Run 1, signal wires on met3:
Drawn at 4 px/um. Cells faint in the background.
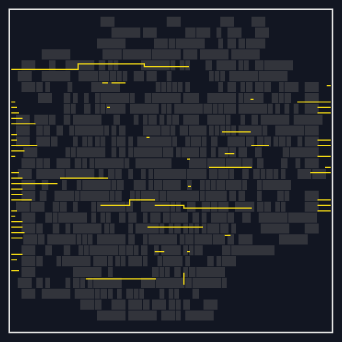
Run 1, clock wiring as the flow saved it:
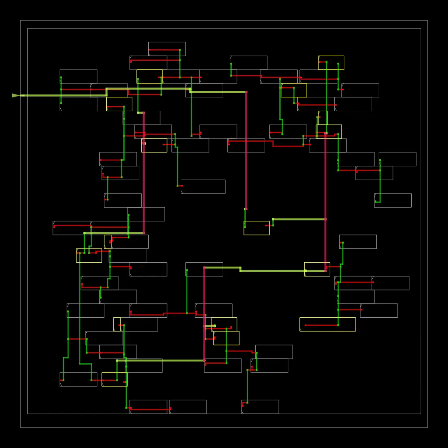
Run 1, cells by drive strength:
Drawn at 3 px/um.
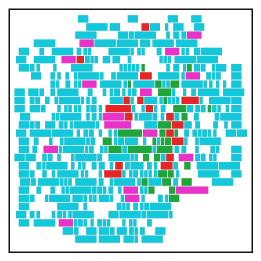
==> src/rtl/bcd_serial_add_ctrl_pkg.sv <==
// Shared definitions for the serial packed-BCD adder: FSM encoding, BCD limits
// and a digit-validity helper.
package bcd_serial_add_ctrl_pkg;

    typedef enum logic [1:0] {
        ST_IDLE = 2'd0,
        ST_RUN  = 2'd1,
        ST_DONE = 2'd2
    } state_t;

    localparam logic [3:0] BCD_MAX = 4'd9;
    localparam logic [3:0] BCD_ADJ = 4'd6;

    function automatic logic bcd_digit_invalid(input logic [3:0] d);
        return (d > BCD_MAX);
    endfunction

endpackage

==> src/rtl/bcd_serial_add_ctrl_if.sv <==
// Operand/result bundle between the operand/display logic (master) and the
// serial BCD add controller (slave).
interface bcd_serial_add_ctrl_if #(
    parameter int NDIGITS = 4
);
    logic                   Start_in;
    logic [4*NDIGITS-1:0]   A_in;
    logic [4*NDIGITS-1:0]   B_in;
    logic                   Cin_in;
    logic                   Busy_out;
    logic                   Done_out;
    logic [4*NDIGITS-1:0]   Sum_out;
    logic                   Cout_out;
    logic                   Err_out;

    modport master (
        output Start_in, A_in, B_in, Cin_in,
        input  Busy_out, Done_out, Sum_out, Cout_out, Err_out
    );

    modport slave (
        input  Start_in, A_in, B_in, Cin_in,
        output Busy_out, Done_out, Sum_out, Cout_out, Err_out
    );
endinterface

==> src/rtl/bcd_serial_add_ctrl_digit_adder.sv <==
// One-digit BCD adder: binary add then +6 correction when the raw sum exceeds 9.
// Invalid input digits go through the same rule; flagging them is the caller's job.
module bcd_digit_adder
    import bcd_serial_add_ctrl_pkg::*;
(
    input  logic [3:0] i_x,
    input  logic [3:0] i_y,
    input  logic       i_c,
    output logic [3:0] o_z,
    output logic       o_co
);

    logic [4:0] w_raw;
    logic [4:0] w_adj;

    // Raw 5-bit sum and decimal correction
    always_comb begin
        w_raw = {1'b0, i_x} + {1'b0, i_y} + {4'b0000, i_c};
        w_adj = w_raw + {1'b0, BCD_ADJ};
        if (w_raw > {1'b0, BCD_MAX}) begin
            o_z  = w_adj[3:0];
            o_co = 1'b1;
        end else begin
            o_z  = w_raw[3:0];
            o_co = 1'b0;
        end
    end

endmodule

==> src/rtl/bcd_serial_add_ctrl.sv <==
// Serial packed-BCD add sequencer: latches operands on start, then pushes one
// digit pair per clock, LSD first, through a single shared digit adder.
module bcd_serial_add_ctrl
    import bcd_serial_add_ctrl_pkg::*;
#(
    parameter int NDIGITS = 4
) (
    input  logic                 Clk_in,
    input  logic                 Rst_in,
    bcd_serial_add_ctrl_if.slave bus
);

    localparam int W     = 4 * NDIGITS;
    localparam int IDX_W = (NDIGITS > 1) ? $clog2(NDIGITS) : 1;
    localparam logic [IDX_W-1:0] LAST_IDX = IDX_W'(NDIGITS - 1);

    state_t             r_state;
    state_t             w_state_nxt;
    logic [W-1:0]       r_a;
    logic [W-1:0]       r_b;
    logic [W-1:0]       r_sum;
    logic [IDX_W-1:0]   r_idx;
    logic               r_carry;
    logic               r_busy;
    logic               r_done;
    logic               r_cout;
    logic               r_err;

    logic [3:0]         w_x;
    logic [3:0]         w_y;
    logic [3:0]         w_z;
    logic               w_co;
    logic               w_last;
    logic               w_busy_nxt;
    logic               w_done_nxt;

    // Select the current digit pair from the latched operands
    always_comb begin
        w_x    = r_a[{r_idx, 2'b00} +: 4];
        w_y    = r_b[{r_idx, 2'b00} +: 4];
        w_last = (r_idx == LAST_IDX);
    end

    bcd_digit_adder u_digit_adder (
        .i_x  (w_x),
        .i_y  (w_y),
        .i_c  (r_carry),
        .o_z  (w_z),
        .o_co (w_co)
    );

    // FSM state register
    always_ff @(posedge Clk_in) begin
        if (Rst_in) begin
            r_state <= ST_IDLE;
        end else begin
            r_state <= w_state_nxt;
        end
    end

    // FSM next-state logic
    always_comb begin
        w_state_nxt = r_state;
        case (r_state)
            ST_IDLE: begin
                if (bus.Start_in) begin
                    w_state_nxt = ST_RUN;
                end else begin
                    w_state_nxt = ST_IDLE;
                end
            end
            ST_RUN: begin
                if (w_last) begin
                    w_state_nxt = ST_DONE;
                end else begin
                    w_state_nxt = ST_RUN;
                end
            end
            ST_DONE: w_state_nxt = ST_IDLE;
            default: w_state_nxt = ST_IDLE;
        endcase
    end

    // FSM output decode, registered below so Busy/Done come straight from flops
    always_comb begin
        w_busy_nxt = (w_state_nxt == ST_RUN);
        w_done_nxt = (w_state_nxt == ST_DONE);
    end

    // Datapath: operand latch, digit index, carry chain and result registers
    always_ff @(posedge Clk_in) begin
        if (Rst_in) begin
            r_a     <= '0;
            r_b     <= '0;
            r_sum   <= '0;
            r_idx   <= '0;
            r_carry <= 1'b0;
            r_busy  <= 1'b0;
            r_done  <= 1'b0;
            r_cout  <= 1'b0;
            r_err   <= 1'b0;
        end else begin
            r_busy <= w_busy_nxt;
            r_done <= w_done_nxt;
            case (r_state)
                ST_IDLE: begin
                    if (bus.Start_in) begin
                        r_a     <= bus.A_in;
                        r_b     <= bus.B_in;
                        r_carry <= bus.Cin_in;
                        r_idx   <= '0;
                        r_err   <= 1'b0;
                        r_sum   <= '0;
                    end
                end
                ST_RUN: begin
                    r_sum[{r_idx, 2'b00} +: 4] <= w_z;
                    r_carry <= w_co;
                    if (bcd_digit_invalid(w_x) || bcd_digit_invalid(w_y)) begin
                        r_err <= 1'b1;
                    end
                    // Final carry is captured on the way into DONE so it is valid with Done
                    if (w_last) begin
                        r_cout <= w_co;
                    end else begin
                        r_idx <= r_idx + IDX_W'(1);
                    end
                end
                ST_DONE: begin
                    r_idx <= '0;
                end
                default: begin
                    r_idx <= '0;
                end
            endcase
        end
    end

    assign bus.Busy_out = r_busy;
    assign bus.Done_out = r_done;
    assign bus.Sum_out  = r_sum;
    assign bus.Cout_out = r_cout;
    assign bus.Err_out  = r_err;

endmodule

==> src/flat_wrapper.sv <==
// flat-port wrapper written by rule: the top's interface ports become plain ports
module bcd_serial_add_ctrl_flat import bcd_serial_add_ctrl_pkg::*;
#(
    parameter int NDIGITS = 4
)
  (Clk_in, Rst_in, bus_Start_in, bus_A_in, bus_B_in, bus_Cin_in, bus_Busy_out, bus_Done_out, bus_Sum_out, bus_Cout_out, bus_Err_out);
  bcd_serial_add_ctrl_if #(.NDIGITS(NDIGITS)) bus_i ();
  input  logic Clk_in;
  input  logic Rst_in;
  input wire logic [$bits(bus_i.Start_in)-1:0] bus_Start_in;
  input wire logic [$bits(bus_i.A_in)-1:0] bus_A_in;
  input wire logic [$bits(bus_i.B_in)-1:0] bus_B_in;
  input wire logic [$bits(bus_i.Cin_in)-1:0] bus_Cin_in;
  output wire logic [$bits(bus_i.Busy_out)-1:0] bus_Busy_out;
  output wire logic [$bits(bus_i.Done_out)-1:0] bus_Done_out;
  output wire logic [$bits(bus_i.Sum_out)-1:0] bus_Sum_out;
  output wire logic [$bits(bus_i.Cout_out)-1:0] bus_Cout_out;
  output wire logic [$bits(bus_i.Err_out)-1:0] bus_Err_out;
  assign bus_i.Start_in = bus_Start_in;
  assign bus_i.A_in = bus_A_in;
  assign bus_i.B_in = bus_B_in;
  assign bus_i.Cin_in = bus_Cin_in;
  assign bus_Busy_out = bus_i.Busy_out;
  assign bus_Done_out = bus_i.Done_out;
  assign bus_Sum_out = bus_i.Sum_out;
  assign bus_Cout_out = bus_i.Cout_out;
  assign bus_Err_out = bus_i.Err_out;
  bcd_serial_add_ctrl #(.NDIGITS(NDIGITS)) u_core (.Clk_in(Clk_in), .Rst_in(Rst_in), .bus(bus_i));
endmodule
==> config.mk <==
export PLATFORM = sky130hd
export DESIGN_NAME = bcd_serial_add_ctrl_flat
export DESIGN_NICKNAME = d
export VERILOG_FILES = /design/src/rtl/bcd_serial_add_ctrl_pkg.sv /design/src/rtl/bcd_serial_add_ctrl_if.sv /design/src/rtl/bcd_serial_add_ctrl_digit_adder.sv /design/src/rtl/bcd_serial_add_ctrl.sv /design/src/flat_wrapper.sv
export SDC_FILE = /design/constraint.sdc
export NUM_CORES = 1
export LEC_CHECK = 0
export ABC_AREA = 1
export CAP_MARGIN = 20
export CORE_UTILIZATION = 45
export DETAILED_ROUTE_END_ITERATION = 8
export PLACE_DENSITY = 0.8
export SETUP_SLACK_MARGIN = 0.3
export SYNTH_ARGS = -nofsm -noshare
export SYNTH_HDL_FRONTEND = slang
export SYNTH_SLANG_ARGS = --single-unit
==> constraint.sdc <==
create_clock -name Clk_in -period 3.4 [get_ports Clk_in]
set_clock_uncertainty 0.15 [all_clocks]
set_input_delay 0.51 -clock Clk_in [delete_from_list [all_inputs] [get_ports Clk_in]]
set_output_delay 0.51 -clock Clk_in [all_outputs]
set_load 0.005 [all_outputs]
==> out/qor.csv, run 1 <==
metric;value;unit
Mapped Area;2770;um^2
fin cells;520;
worst-margin pin slew;0.809;ns
Distinct lib cells used;32;
first-pass GRT wire length;10.9;mm
Final Max Tran Viols;0;
GR Util met1;0.244;
final core occ;0.621;
cell leakage power;0.00151;uW
Initial DRC Count;122;
Pre-Repair DR Iteration Count;4;
worst path cell trace;buf_12, o21ai_4, o22ai_2, fa_2, fa_2, inv_2, ha_2, inv_2, nor2_2, a21oi_2, nand2_2, nand2_4, nand2_2, nand2_4, nand4_1, a21oi_2;
Slowest-stage cell, CP;fa_2;
Min-Delay Path Class;reg -> reg;
grt ovf;0;
IO Port Bufs;55;
Die ar.;6470;um^2
R2R Path Start;u_core.r_idx[0];
Min Hold Slack;0.311;ns
met3 wire length;269;um
# IOs;56;
FP Core Util;0.468;
top routing layer in use;met4;
P_comb;556;uW
status;finished clean;
Finished Cell Area;3680;um^2
register area share after synthesis;0.412;
worst rel slew slack;0.460;
setup violators final;0;
core area;5920;um^2
placed insts;499;
CTS clk-pin slew, worst paths;0.06;ns
Setup Buffers After CTS;0;
MUX share of area;0;
Final TNS setup;0;ns
Post-synth ARST share;0;
minimum clock period;3.02;ns
Placer Congestion;0.847;
M2 GR Usage;0.379;
worst setup margin;0.383;ns
WL met2;3.26;mm
flip-flops with a built-in enable;0;
Crit. End Element;flop;
Max stage delay on crit path;0.57;ns
yosys adder share;0.0506;
DRC violations left;0;
XORs/XNORs by Area;0;
HP Start;u_core.bus.Sum_out[5];
peak supply drop;284;uV
most numerous logic cells after layout;nor2_1, dfxtp_1, clkdlybuf4s50_1;
Die H;80.5;um
row count;28;
Yosys chip area;2770;um^2
Synth top cell by count;nor2_1;
global route hottest layer;met2;
Net Switching;613;uW
Wirelength per Cell;12.6;um
sequential power;737;uW
Tool Warnings;30;
layout cells sized above 1;0.146;
crit-path max FO;10;
combinational power share;0.285;
RSZ-0062 raised after global routing;true;
Place WS;0.279;ns
Switching Fraction;0.314;
P_clk;658;uW
Post-Syn Instances;381;
clock share of power;0.337;
GRT Total Usage;0.222;
Top FF cell, synth;dfxtp_1;
maximum clock path buffer count;2;
Reg power frac;0.377;
pwr/cell area;531;nW/um^2
CTS H-tree lvls;3;
vias per cell;5.03;
Max Clock Freq;332;MHz
Flops after synth;57;
Post-DP Area;3340;um^2
max cap viols;0;
largest power group;sequential cells;
Back to the opening pictures, 'signal wires on met3':
- main direction: horizontal
- longest straight run: 17.2 um
via count: 2616
met3 Usage GRT: 0.0670
final wirelength: 6.55 mm

Back to the opening pictures, 'clock wiring as the flow saved it':
worst skew pair latency: 0.35 ns
CTS Buf Count: 9
flip-flops: 57
Sink Count: 57

Back to the opening pictures, 'cells by drive strength':
- _2 cells: green (cells 32; share 7.2%; most used nand2_2)
- _0 and _1 cells: cyan (cells 380; share 85%; most used nor2_1)
- _3 and _4 cells: red (cells 17; share 3.8%; most used buf_4)
- _6 and larger: magenta (cells 16; share 3.6%; most used clkbuf_8)
non-clock buffer count: 66
P&R area growth vs syn: 32.7%

-- run 1: cell type report --
type	count	area (um^2)	area share
clock buffers	14	173	0.0470
clock inverters	2	35.0	0.00953
inverters	38	148	0.0401
multi-input cells	268	1420	0.385
flip-flops and latches	57	1140	0.311
well taps	75	93.8	0.0255
repair buffers	66	667	0.181
-- run 1: worst paths after layout --
kind,to,slack (ns),cells after the start
worst max-delay path,u_core.bus.Sum_out[14],0.38,16
worst min-delay path,u_core.bus.Sum_out[5],0.31,2
worst max register to register,u_core.bus.Sum_out[14],0.38,16
worst min register to register,u_core.bus.Sum_out[5],0.31,2
-- run 1: worst min-delay path: cells and delay by family, from the launching register on --
| kind | cells | cell delay (ns) |
|---|---|---|
| simple gates | 1 | 0.06 |
| flops | 1 | 0.31 |
| compound gates | 1 | 0.05 |
Run 1, placement by cell class:
Drawn at 6 px/um.
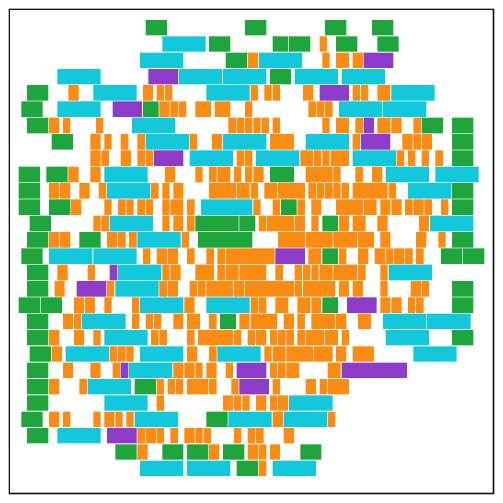

==> run 2: changes to the inputs <==
- SKIP_CTS_REPAIR_TIMING: unset -> 1
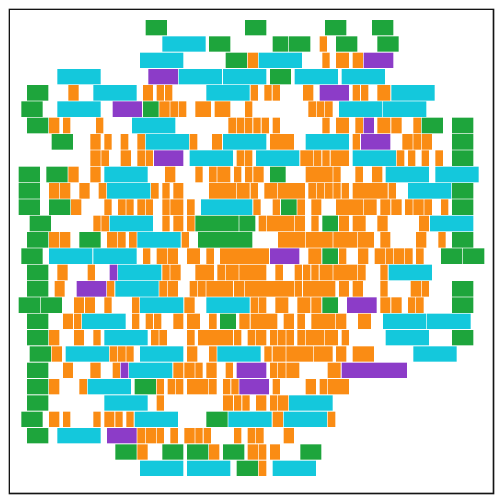
Run 2: placement by cell class
Drawn at 6 px/um.
- flops: cyan (cells 57)
- clock drivers and dummy loads: purple (cells 16)
- other buffers and delay cells: green (cells 66)
- combinational and other logic: orange (cells 306)
Seq area share: 0.311
Finished Cell Area: 3680 um^2
core area: 5920 um^2
row count: 28

==> out/qor.csv, run 2 <==
metric;value;unit;change
status;finished clean;;
Reg power frac;0.378;;about the same
Post-Syn Instances;381;;unchanged
Area-dominant class;combinational gates;;
FP Core Util;0.468;;unchanged
register area share after synthesis;0.412;;unchanged
Sink Count;57;;unchanged
P_comb;558;uW;about the same
placed insts;499;;unchanged
CTS Buf Count;9;;unchanged
via count;2639;;+0.88%
GRT Total Usage;0.222;;-0.000480
Die H;80.5;um;unchanged
Die ar.;6470;um^2;unchanged
CTS H-tree lvls;3;;unchanged
grt ovf;0;;unchanged
flip-flops;57;;unchanged
Placer Congestion;0.847;;unchanged
flip-flops with a built-in enable;0;;unchanged
minimum clock period;3.02;ns;+0.00143 ns
maximum clock path buffer count;2;;unchanged
Wirelength per Cell;12.7;um;+0.64%
Flops after synth;57;;unchanged
setup slack, reg-to-reg;0.38;ns;about the same
final core occ;0.621;;about the same
final wirelength;6.59;mm;+0.64%
layout net count;486;;
Worst R2R Path Depth;16;;unchanged
worst rel slew slack;0.459;;-0.000600
pwr/cell area;530;nW/um^2;about the same
Min-Delay Path Class;reg -> reg;;
Syn Area/Cell;7.27;um^2;
top routing layer in use;met4;;
Distinct lib cells used;32;;unchanged
Slowest-stage cell, CP;fa_2;;
worst path cell trace;buf_12, o21ai_4, o22ai_2, fa_2, fa_2, inv_2, ha_2, inv_2, nor2_2, a21oi_2, nand2_2, nand2_4, nand2_2, nand2_4, nand4_1, a21oi_2;;
most numerous logic cells after layout;nor2_1, dfxtp_1, clkdlybuf4s50_1;;
Switching Fraction;0.313;;-0.000944
initial antenna violation count;0;;
worst setup margin;0.382;ns;-0.00143 ns
first-pass GRT wire length;10.8;mm;-0.19%
met3 wire length;278;um;+3.3%
Post-synth ARST share;0;;unchanged
peak supply drop;284;uV;-0.10%
Pre-Repair DR Iteration Count;4;;unchanged
cell leakage power;0.00151;uW;about the same
Place WS;0.279;ns;unchanged
Final Max Tran Viols;0;;unchanged
logic share of the area;0.386;;+0.000811
# IOs;56;;unchanged
met3 Usage GRT;0.0670;;unchanged
signal buffers share of area;0.180;;-0.000960
Min Hold Slack;0.311;ns;-0.000185 ns
Net Switching;610;uW;-0.43%
GR Util met1;0.241;;-0.00279
ys cells;381;;
fin cells;520;;unchanged
Synth top cell by count;nor2_1;;
hold worst-path end;u_core.bus.Sum_out[5];;
Yosys chip area;2770;um^2;unchanged
CTS clk-pin slew, worst paths;0.06;ns;about the same
Max stage delay on crit path;0.57;ns;about the same
Tool Warnings;29;;-3.3%
DRC violations left;0;;unchanged
crit-path max FO;10;;unchanged
vias per cell;5.08;;+0.88%
global route hottest layer;met2;;
Max Clock Freq;331;MHz;about the same
max cap viols;0;;unchanged
Stages on worst setup path;16;;unchanged
Post-Syn Nets;427;;
Crit. End Element;flop;;
layout cells sized above 1;0.148;;+0.00225
clock share of power;0.336;;about the same
Clock buffers and inverters, area share;0.0565;;about the same
R2R Path Start;u_core.r_idx[0];;
register area;1140;um^2;unchanged
IO Port Bufs;55;;unchanged
combinational power share;0.286;;about the same
Power, Total;1950;uW;
P_clk;654;uW;-0.6%
Post-DP Area;3340;um^2;unchanged
non-clock buffer count;66;;unchanged
HP Start;u_core.bus.Sum_out[5];;
Mapped Area;2770;um^2;unchanged
WL met2;3.21;mm;-1.5%
# clk buffers;14;;unchanged
Final TNS setup;0;ns;unchanged
largest power group;sequential cells;;
P&R area growth vs syn;32.7;%;about the same
Inverters excl. clock;38;;unchanged
M2 GR Usage;0.380;;+0.000847
MI comb area;1420;um^2;+0.18%
worst skew pair latency;0.35;ns;about the same
worst-margin pin slew;0.810;ns;+0.000899 ns
setup violators final;0;;unchanged
[run 2: worst max-delay path by stage]
| stage | startpoint | end | slack [ns] |
|---|---|---|---|
| after floorplan | u_core.r_idx[0] | u_core.bus.Sum_out[7] | 0.36 |
| after global placement | u_core.r_idx[0] | u_core.bus.Sum_out[15] | 0.40 |
| after detailed placement | u_core.r_idx[0] | u_core.bus.Sum_out[6] | 0.28 |
| after CTS | u_core.r_idx[0] | u_core.bus.Sum_out[6] | 0.24 |
| after global routing | u_core.r_idx[0] | u_core.bus.Sum_out[7] | 0.23 |
| final | u_core.r_idx[0] | u_core.bus.Sum_out[14] | 0.38 |
[run 2: logic make-up after synthesis]
group,share of synthesized area
AND/OR/NAND/NOR,0.285
AND-OR/OR-AND,0.159
flip-flops,0.412
buffers and inverters,0.0939
adder cells (fa/ha/maj),0.0506
==> run 3: changes to the inputs <==
==> constraint.sdc (replaced) <==
create_clock -name Clk_in -period 3.4 [get_ports Clk_in]
set_clock_uncertainty 0.15 [all_clocks]
set_input_delay 0.68 -clock Clk_in [delete_from_list [all_inputs] [get_ports Clk_in]]
set_output_delay 0.68 -clock Clk_in [all_outputs]
set_load 0.005 [all_outputs]
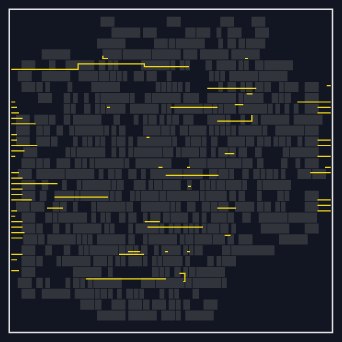
Run 3: signal wires on met3
Drawn at 4 px/um. Cells faint in the background.
- longest straight run: 19.8 um
- wire length on this layer: 279 um
- nets with wire on the layer: 50
via count: 2639
final wirelength: 6.59 mm

==> out/qor.csv, run 3 <==
metric;value;unit;change
status;finished clean;;
largest net degree at the start of global routing;37;;
worst path cell trace;buf_12, o21ai_4, o22ai_2, fa_2, fa_2, inv_2, ha_2, inv_2, nor2_2, a21oi_2, nand2_2, nand2_4, nand2_2, nand2_4, nand4_1, a21oi_2;;
placed insts;499;;unchanged
CP Launch Point;u_core.r_idx[0];;
Crit. End Element;flop;;
non-clock buffer count;66;;unchanged
IO Port Bufs;55;;unchanged
Place WS;0.279;ns;unchanged
flip-flops with a built-in enable;0;;unchanged
flip-flops;57;;unchanged
largest non-sequential cell family by area;simple AND/OR/NAND/NOR gates;;
Post-Syn Instances;381;;unchanged
Power, Total;1950;uW;unchanged
Clock buffers and inverters, area share;0.0565;;unchanged
largest power group;sequential cells;;
Synth top cell by count;nor2_1;;
initial antenna violation count;0;;unchanged
Post-Syn Nets;427;;unchanged
signal buffers share of area;0.180;;unchanged
R2R Path Start;u_core.r_idx[0];;
CTS clk-pin slew, worst paths;0.06;ns;about the same
CTS Buf Count;9;;unchanged
Post-DP Area;3340;um^2;unchanged
HP Start;u_core.bus.Sum_out[5];;
yosys simple share;0.285;;unchanged
Inverters excl. clock;38;;unchanged
Area-dominant class;combinational gates;;
Root Driver;clkbuf_8;;
layout cells sized above 1;0.148;;unchanged
FP Core Util;0.468;;unchanged
final hold vios;0;;
first-pass GRT wire length;10.8;mm;unchanged
Syn Area/Cell;7.27;um^2;unchanged
ys cells;381;;unchanged
Max stage delay on crit path;0.57;ns;about the same
Switching Fraction;0.313;;unchanged
crit-path max FO;10;;unchanged
register area share after synthesis;0.412;;unchanged
cell leakage power;0.00151;uW;unchanged
WS Path Type;reg -> reg;;
worst skew pair latency;0.35;ns;about the same
final core occ;0.621;;unchanged
Compound Share, Synth;0.159;;unchanged
Max Clock Freq;331;MHz;unchanged
pwr/cell area;530;nW/um^2;unchanged
Seq area share;0.311;;unchanged
worst setup margin;0.382;ns;unchanged
Min-Delay Path Class;reg -> reg;;
worst-margin pin slew;0.810;ns;unchanged
register area;1140;um^2;unchanged
core area;5920;um^2;unchanged
P_comb;558;uW;about the same
minimum clock period;3.02;ns;unchanged
Yosys chip area;2770;um^2;unchanged
Pre-Repair DR Iteration Count;4;;unchanged
yosys adder share;0.0506;;unchanged
setup violators final;0;;unchanged
P&R area growth vs syn;32.7;%;unchanged
Net Switching;610;uW;unchanged
Die H;80.5;um;unchanged
Distinct lib cells used;32;;unchanged
clock share of power;0.336;;about the same
Post-synth ARST share;0;;unchanged
most numerous logic cells after layout;nor2_1, dfxtp_1, clkdlybuf4s50_1;;
# clk buffers;14;;unchanged
DRC violations left;0;;unchanged
Slowest-stage cell, CP;fa_2;;
grt ovf;0;;unchanged
MI comb area;1420;um^2;unchanged
Wirelength per Cell;12.7;um;unchanged
P_clk;654;uW;about the same
logic share of the area;0.386;;unchanged
max cap viols;0;;unchanged
combinational power share;0.286;;about the same
CTS H-tree lvls;3;;unchanged
peak supply drop;284;uV;unchanged
Die ar.;6470;um^2;unchanged
maximum clock path buffer count;2;;unchanged
Tool Warnings;29;;unchanged
GRT Total Usage;0.222;;unchanged
# IOs;56;;unchanged
Sink Count;57;;unchanged
Placer Congestion;0.847;;unchanged
Reg power frac;0.378;;about the same
MUX share of area;0;;unchanged
row count;28;;unchanged
Final Max Tran Viols;0;;unchanged
multi-input combinational cell count;268;;
worst rel slew slack;0.459;;unchanged
Mapped Area;2770;um^2;unchanged
Final TNS setup;0;ns;unchanged
Flops after synth;57;;unchanged
layout net count;486;;unchanged
fin cells;520;;unchanged
Finished Cell Area;3680;um^2;unchanged
XORs/XNORs by Area;0;;unchanged
Min Hold Slack;0.311;ns;unchanged
## run 3: cell counts after synthesis
No cell type changed its count.
## run 3: worst paths after layout
kind / end / slack (ns) / cells past startpoint
setup / recovery: u_core.bus.Sum_out[14] / 0.38 / 16
hold / removal: u_core.bus.Sum_out[5] / 0.31 / 2
setup reg to reg: u_core.bus.Sum_out[14] / 0.38 / 16
hold reg to reg: u_core.bus.Sum_out[5] / 0.31 / 2
## run 3: metal layers
metal	share of wire	vias up	track usage
met2	0.49	73	0.380
met1	0.44	1195	0.241
met4	0.031	0	0.125
li1	-	1350	-
met5	0	-	0
met3	0.042	21	0.0670
## run 3: worst min-delay path, cell delays in order (launching register included)
cell,delay (ns)
dfxtp_1,0.31
nand2_1,0.06
a21oi_1,0.05
Power figures rest on the tool's default switching activity, not on a simulated workload.
